## config.mk

```make
export PLATFORM = sky130hd
export DESIGN_NAME = cg_down_timer_flat
export DESIGN_NICKNAME = d
export VERILOG_FILES = /design/src/rtl/cg_timer_pkg.sv /design/src/rtl/cg_down_timer_if.sv /design/src/rtl/cg_prescaler.sv /design/src/rtl/cg_down_timer.sv /design/src/flat_wrapper.sv
export SDC_FILE = /design/constraint.sdc
export NUM_CORES = 1
export LEC_CHECK = 0
export CAP_MARGIN = 20
export CORE_MARGIN = 2
export CORE_UTILIZATION = 45
export DETAILED_ROUTE_END_ITERATION = 10
export PLACE_DENSITY = 0.69
export SLEW_MARGIN = 20
export SYNTH_ARGS = -nofsm -noshare
export SYNTH_HDL_FRONTEND = slang
export SYNTH_SLANG_ARGS = --single-unit
```

## constraint.sdc

```tcl
create_clock -name i_clk -period 3.8 [get_ports i_clk]
set_clock_uncertainty 0.15 [all_clocks]
set_input_delay 0.38 -clock i_clk [delete_from_list [all_inputs] [get_ports i_clk]]
set_output_delay 0.38 -clock i_clk [all_outputs]
set_load 0.02 [all_outputs]
```

## src/rtl/cg_timer_pkg.sv

```systemverilog
// Shared types and constants for the CommonGoods down-timer.
package cg_timer_pkg;

  typedef enum logic [1:0] {
    IDLE  = 2'd0,
    RUN   = 2'd1,
    PAUSE = 2'd2,
    DONE  = 2'd3
  } timer_state_t;

  localparam logic [1:0] ST_IDLE_ENC  = 2'd0;
  localparam logic [1:0] ST_RUN_ENC   = 2'd1;
  localparam logic [1:0] ST_PAUSE_ENC = 2'd2;
  localparam logic [1:0] ST_DONE_ENC  = 2'd3;

  localparam int EXPIRE_CNT_WIDTH = 8;

endpackage

```

## src/rtl/cg_down_timer_if.sv

```systemverilog
// Control/status bundle of cg_down_timer; o_expire_cnt exists only with CG_DOWN_TIMER_STATUS_EN.
interface cg_down_timer_if #(
  parameter int DATA_WIDTH     = 32,
  parameter int PRESCALE_WIDTH = 8
);
  logic                      i_start;
  logic                      i_stop;
  logic                      i_abort;
  logic                      i_reload_en;
  logic [DATA_WIDTH-1:0]     i_load_value;
  logic [PRESCALE_WIDTH-1:0] i_prescale;
  logic [DATA_WIDTH-1:0]     o_count;
  logic                      o_busy;
  logic                      o_expire;
`ifdef CG_DOWN_TIMER_STATUS_EN
  logic [cg_timer_pkg::EXPIRE_CNT_WIDTH-1:0] o_expire_cnt;

  modport master (
    output i_start, i_stop, i_abort, i_reload_en, i_load_value, i_prescale,
    input  o_count, o_busy, o_expire, o_expire_cnt
  );
  modport slave (
    input  i_start, i_stop, i_abort, i_reload_en, i_load_value, i_prescale,
    output o_count, o_busy, o_expire, o_expire_cnt
  );
`else
  modport master (
    output i_start, i_stop, i_abort, i_reload_en, i_load_value, i_prescale,
    input  o_count, o_busy, o_expire
  );
  modport slave (
    input  i_start, i_stop, i_abort, i_reload_en, i_load_value, i_prescale,
    output o_count, o_busy, o_expire
  );
`endif
endinterface

```

## src/rtl/cg_prescaler.sv

```systemverilog
// Divider: o_tick pulses on every (i_div+1)-th enabled cycle; i_clr restarts the phase.
module cg_prescaler #(
  parameter int WIDTH = 8
) (
  input  logic             i_clk,
  input  logic             i_rstn,
  input  logic             i_clr,
  input  logic             i_en,
  input  logic [WIDTH-1:0] i_div,
  output logic             o_tick
);
  logic [WIDTH-1:0] r_cnt;
  logic             w_wrap;

  assign w_wrap = (r_cnt == i_div);
  assign o_tick = i_en & w_wrap & ~i_clr;

  always_ff @(posedge i_clk) begin
    if (!i_rstn) begin
      r_cnt <= '0;
    end else if (i_clr) begin
      r_cnt <= '0;
    end else if (i_en) begin
      r_cnt <= w_wrap ? '0 : r_cnt + 1'b1;
    end
  end
endmodule

```

## src/rtl/cg_down_timer.sv

```systemverilog
// Loadable countdown timer with pause, abort, prescale and auto-reload; one-cycle o_expire pulse.
// Build with CG_DOWN_TIMER_STATUS_EN to add the saturating o_expire_cnt status output.
module cg_down_timer
  import cg_timer_pkg::*;
#(
  parameter int DATA_WIDTH     = 32,
  parameter int PRESCALE_WIDTH = 8
) (
  input  logic           i_clk,
  input  logic           i_rstn,
  cg_down_timer_if.slave bus
);
  timer_state_t              r_state;
  logic [DATA_WIDTH-1:0]     r_count;
  logic [DATA_WIDTH-1:0]     r_load;
  logic [PRESCALE_WIDTH-1:0] r_prescale;
  logic                      r_reload_en;
  logic                      r_busy;
  logic                      r_expire;

  logic w_active;
  logic w_pre_clr;
  logic w_pre_en;
  logic w_tick;
  logic w_expire_evt;

  assign w_active     = (r_state == RUN) || (r_state == PAUSE);
  assign w_pre_clr    = bus.i_abort | bus.i_start;
  // Leaving PAUSE counts in the same cycle, so the stall equals the stop length exactly.
  assign w_pre_en     = w_active & ~bus.i_stop & ~w_pre_clr;
  assign w_expire_evt = w_tick & (r_count <= DATA_WIDTH'(1));

  cg_prescaler #(.WIDTH(PRESCALE_WIDTH)) u_prescaler (
    .i_clk  (i_clk),
    .i_rstn (i_rstn),
    .i_clr  (w_pre_clr),
    .i_en   (w_pre_en),
    .i_div  (r_prescale),
    .o_tick (w_tick)
  );

  always_ff @(posedge i_clk) begin
    if (!i_rstn) begin
      r_state     <= IDLE;
      r_count     <= '0;
      r_load      <= '0;
      r_prescale  <= '0;
      r_reload_en <= 1'b0;
      r_busy      <= 1'b0;
      r_expire    <= 1'b0;
    end else begin
      r_expire <= 1'b0;
      if (bus.i_abort) begin
        r_state <= IDLE;
        r_count <= '0;
        r_busy  <= 1'b0;
      end else if (bus.i_start) begin
        r_load      <= bus.i_load_value;
        r_prescale  <= bus.i_prescale;
        r_reload_en <= bus.i_reload_en;
        r_count     <= bus.i_load_value;
        if (bus.i_load_value == '0) begin
          r_state  <= DONE;
          r_busy   <= 1'b0;
          r_expire <= 1'b1;
        end else begin
          r_state <= RUN;
          r_busy  <= 1'b1;
        end
      end else begin
        case (r_state)
          RUN, PAUSE: begin
            if (bus.i_stop) begin
              r_state <= PAUSE;
            end else begin
              r_state <= RUN;
              if (w_tick) begin
                if (!w_expire_evt) begin
                  r_count <= r_count - 1'b1;
                end else if (r_reload_en) begin
                  r_count  <= r_load;
                  r_expire <= 1'b1;
                end else begin
                  r_count  <= '0;
                  r_expire <= 1'b1;
                  r_state  <= DONE;
                  r_busy   <= 1'b0;
                end
              end
            end
          end
          default: begin
          end
        endcase
      end
    end
  end

  assign bus.o_count  = r_count;
  assign bus.o_busy   = r_busy;
  assign bus.o_expire = r_expire;

`ifdef CG_DOWN_TIMER_STATUS_EN
  logic [EXPIRE_CNT_WIDTH-1:0] r_expire_cnt;

  // A zero-load start expires immediately, so that expiry is the first one counted.
  always_ff @(posedge i_clk) begin
    if (!i_rstn) begin
      r_expire_cnt <= '0;
    end else if (bus.i_abort) begin
      r_expire_cnt <= '0;
    end else if (bus.i_start) begin
      r_expire_cnt <= (bus.i_load_value == '0) ? EXPIRE_CNT_WIDTH'(1) : '0;
    end else if (w_expire_evt && (r_expire_cnt != '1)) begin
      r_expire_cnt <= r_expire_cnt + 1'b1;
    end
  end

  assign bus.o_expire_cnt = r_expire_cnt;
`endif
endmodule

```

## src/flat_wrapper.sv

```systemverilog
// flat-port wrapper written by rule: the top's interface ports become plain ports
module cg_down_timer_flat import cg_timer_pkg::*;
#(
  parameter int DATA_WIDTH     = 32,
  parameter int PRESCALE_WIDTH = 8
)
  (i_clk, i_rstn, bus_i_start, bus_i_stop, bus_i_abort, bus_i_reload_en, bus_i_load_value, bus_i_prescale, bus_o_count, bus_o_busy, bus_o_expire);
  cg_down_timer_if #(.DATA_WIDTH(DATA_WIDTH), .PRESCALE_WIDTH(PRESCALE_WIDTH)) bus_i ();
  input  logic i_clk;
  input  logic i_rstn;
  input wire logic [$bits(bus_i.i_start)-1:0] bus_i_start;
  input wire logic [$bits(bus_i.i_stop)-1:0] bus_i_stop;
  input wire logic [$bits(bus_i.i_abort)-1:0] bus_i_abort;
  input wire logic [$bits(bus_i.i_reload_en)-1:0] bus_i_reload_en;
  input wire logic [$bits(bus_i.i_load_value)-1:0] bus_i_load_value;
  input wire logic [$bits(bus_i.i_prescale)-1:0] bus_i_prescale;
  output wire logic [$bits(bus_i.o_count)-1:0] bus_o_count;
  output wire logic [$bits(bus_i.o_busy)-1:0] bus_o_busy;
  output wire logic [$bits(bus_i.o_expire)-1:0] bus_o_expire;
  assign bus_i.i_start = bus_i_start;
  assign bus_i.i_stop = bus_i_stop;
  assign bus_i.i_abort = bus_i_abort;
  assign bus_i.i_reload_en = bus_i_reload_en;
  assign bus_i.i_load_value = bus_i_load_value;
  assign bus_i.i_prescale = bus_i_prescale;
  assign bus_o_count = bus_i.o_count;
  assign bus_o_busy = bus_i.o_busy;
  assign bus_o_expire = bus_i.o_expire;
  cg_down_timer #(.DATA_WIDTH(DATA_WIDTH), .PRESCALE_WIDTH(PRESCALE_WIDTH)) u_core (.i_clk(i_clk), .i_rstn(i_rstn), .bus(bus_i));
endmodule
```

==> results.sh <==
# source this file to load flow results
export IMPL_setup_tns_ns=0
export IMPL_arrival_ns=3.10
export IMPL_ys_area_mm2=0.00491
export IMPL_critPathLaunch="u_core.bus.o_count[27]"
export IMPL_worstPathCellList="or4_4, or4_4, nor3_2, buf_4, a221oi_1, o32ai_1"
export IMPL_setup_viol=0
export IMPL_critPathMaxStageDelay_ns=0.60
export IMPL_hold_viol_final=0
export IMPL_setup_ws_ns=0.822
export IMPL_fp_util_pct=45.7
export IMPL_combinationalPower_mw=0.489
export IMPL_synth_top_cells_by_area="dfxtp_1 (35%), nand2_1 (10%), a21boi_0 (6.3%)"
export IMPL_num_io_pins=80
export IMPL_power_per_cell_area_mw_per_mm2=355
export IMPL_layout_top_cells="nand2_1 (131), dfxtp_1 (85), clkdlybuf4s50_1 (79)"
export IMPL_cts_tree="done"
export IMPL_path_class="reg -> reg"
export IMPL_tightest_slew_ns=0.810
export IMPL_synth_cell_type_count=58
export IMPL_yosys_most_used_dff="dfxtp_1"
export IMPL_ctsLongestPathBuffers=2
export IMPL_p_sw_mw=0.676
export IMPL_place_congestion=0.945
export IMPL_p_seq_mw=0.960
export IMPL_remaining_drc_errors=0
export IMPL_dr_wl_met3_um=1510
export IMPL_row_count=38
export IMPL_synth_most_common_cell="nand2_1"
export IMPL_tool_warnings=27
export IMPL_syn_area_mm2=0.00491
export IMPL_clkPwrFrac_pct=32.4
export IMPL_yosys_top_cells_count="nand2_1 (131), dfxtp_1 (85), clkbuf_1 (42)"
export IMPL_ys_sh_mux_pct=0.637
export IMPL_pg_clk_mw=0.693
export IMPL_die_width_um=108
export IMPL_worstSetupStartpointType="register"
export IMPL_ys_cells=636
export IMPL_area_growth_pct=22.8
export IMPL_reg2reg_from="u_core.bus.o_count[27]"
export IMPL_grt_max_degree=43
export IMPL_critPathRequiredTime_ns=3.92
export IMPL_final_common_cell="nand2_1"
export IMPL_final_util_pct=56.1
export IMPL_die_area_mm2=0.0118
export IMPL_antenna_found_initial=0
export IMPL_die_h_um=108
export IMPL_cts_resized=0
export IMPL_min_to="u_core.r_load[9]"
export IMPL_slew_headroom_pct=45.5
export IMPL_max_freq_ghz=0.336
export IMPL_synthAoiAreaFrac_pct=23.3
export IMPL_worst_path_max_delay_cell="or4_4"
export IMPL_synthesis_nets=685
export IMPL_worst_path_buf_inv=1
export IMPL_async_reset_ff_share_pct=0
export IMPL_top_area_share_pct=34.7
export IMPL_r2r_end="u_core.bus.o_count[28]"
export IMPL_syn_avg_cell_area_um2=7.72
export IMPL_ys_seq_share_pct=34.7
export IMPL_clock_latency_ns=0.37
export IMPL_status="complete, no violations"
export IMPL_cp_max_fo=15
export IMPL_htreeDepth=3
export IMPL_root_buffer="clkbuf_8"
export IMPL_wl_met1_um=7940
export IMPL_ys_sh_xor_pct=4.99
export IMPL_track_usage_pct=30.0
export IMPL_cts_setup_buffers=0
export IMPL_port_buffers=79
export IMPL_diodes=0
export IMPL_cap_violations=0
export IMPL_final_nets=744
export IMPL_netlist_logic_family_top="simple AND/OR/NAND/NOR gates"
export IMPL_synth_largest_area_cell="dfxtp_1"
export IMPL_drive_gt1_share_pct=7.43
export IMPL_design_power_total_mw=2.14
export IMPL_drt_iter0_markers=531
export IMPL_hp_class="reg -> reg"
export IMPL_fin_cells=840
export IMPL_finalCriticalPeriod_ns=2.98
export IMPL_post_place_ws_ns=0.804
==> sequential cells by signal, summed over array words and instances (netlist names) <==
signal	flops
u_core.r_reload_en	1
u_core.r_state	2
u_core.bus.o_expire	1
u_core.bus.o_busy	1
u_core.bus.o_count	32
u_core.r_load	32
u_core.r_prescale	8
u_core.u_prescaler.r_cnt	8
==> final cells by class <==
class / instances / area [um2]
clock buffer: 12 / 155
inverter: 6 / 22.5
fill: 1035 / 4710
tap: 140 / 175
timing repair buffer: 100 / 948
sequential: 85 / 1700
clock inverter: 4 / 53.8
multi-input combinational: 493 / 2970
==> layer usage <==
layer | up-vias | GRT usage, %
met5 | - | 0
met4 | 0 | 11.1
met3 | 29 | 4.58
met2 | 260 | 43.4
met1 | 2490 | 44.6
li1 | 2453 | -
### M1 wires

Cells faint in the background.
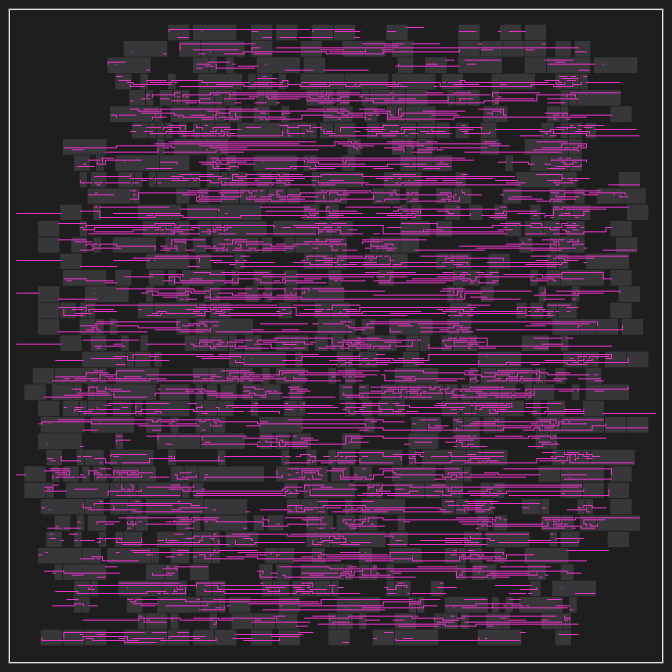
wire length on this layer	7940 um
longest straight run	50.1 um
nets with wire on the layer	670
main direction	horizontal
share of all routed wire	46%

### Met2 routing

The bar under the picture is 20 um long.
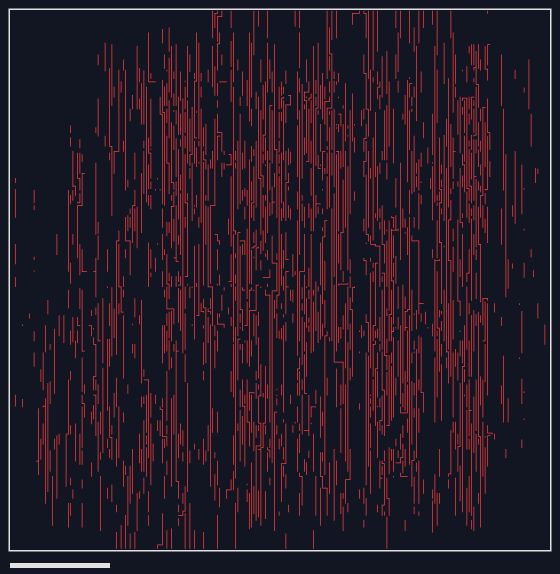
nets with wire on the layer	603
main direction	vertical
longest straight run	51.0 um
final wirelength: 17100 um
met2 usage: 43.4%
DR vias: 5232

### M3 wires

The bar under the picture is 20 um long.
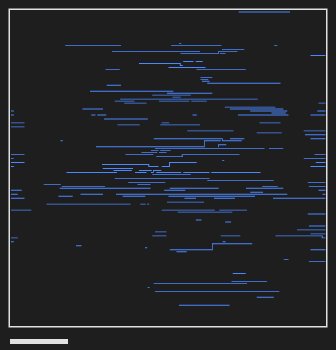
wire length on this layer	1510 um
longest straight run	58.4 um
nets with wire on the layer	107
main direction	horizontal
met3 Usage GRT: 4.58%

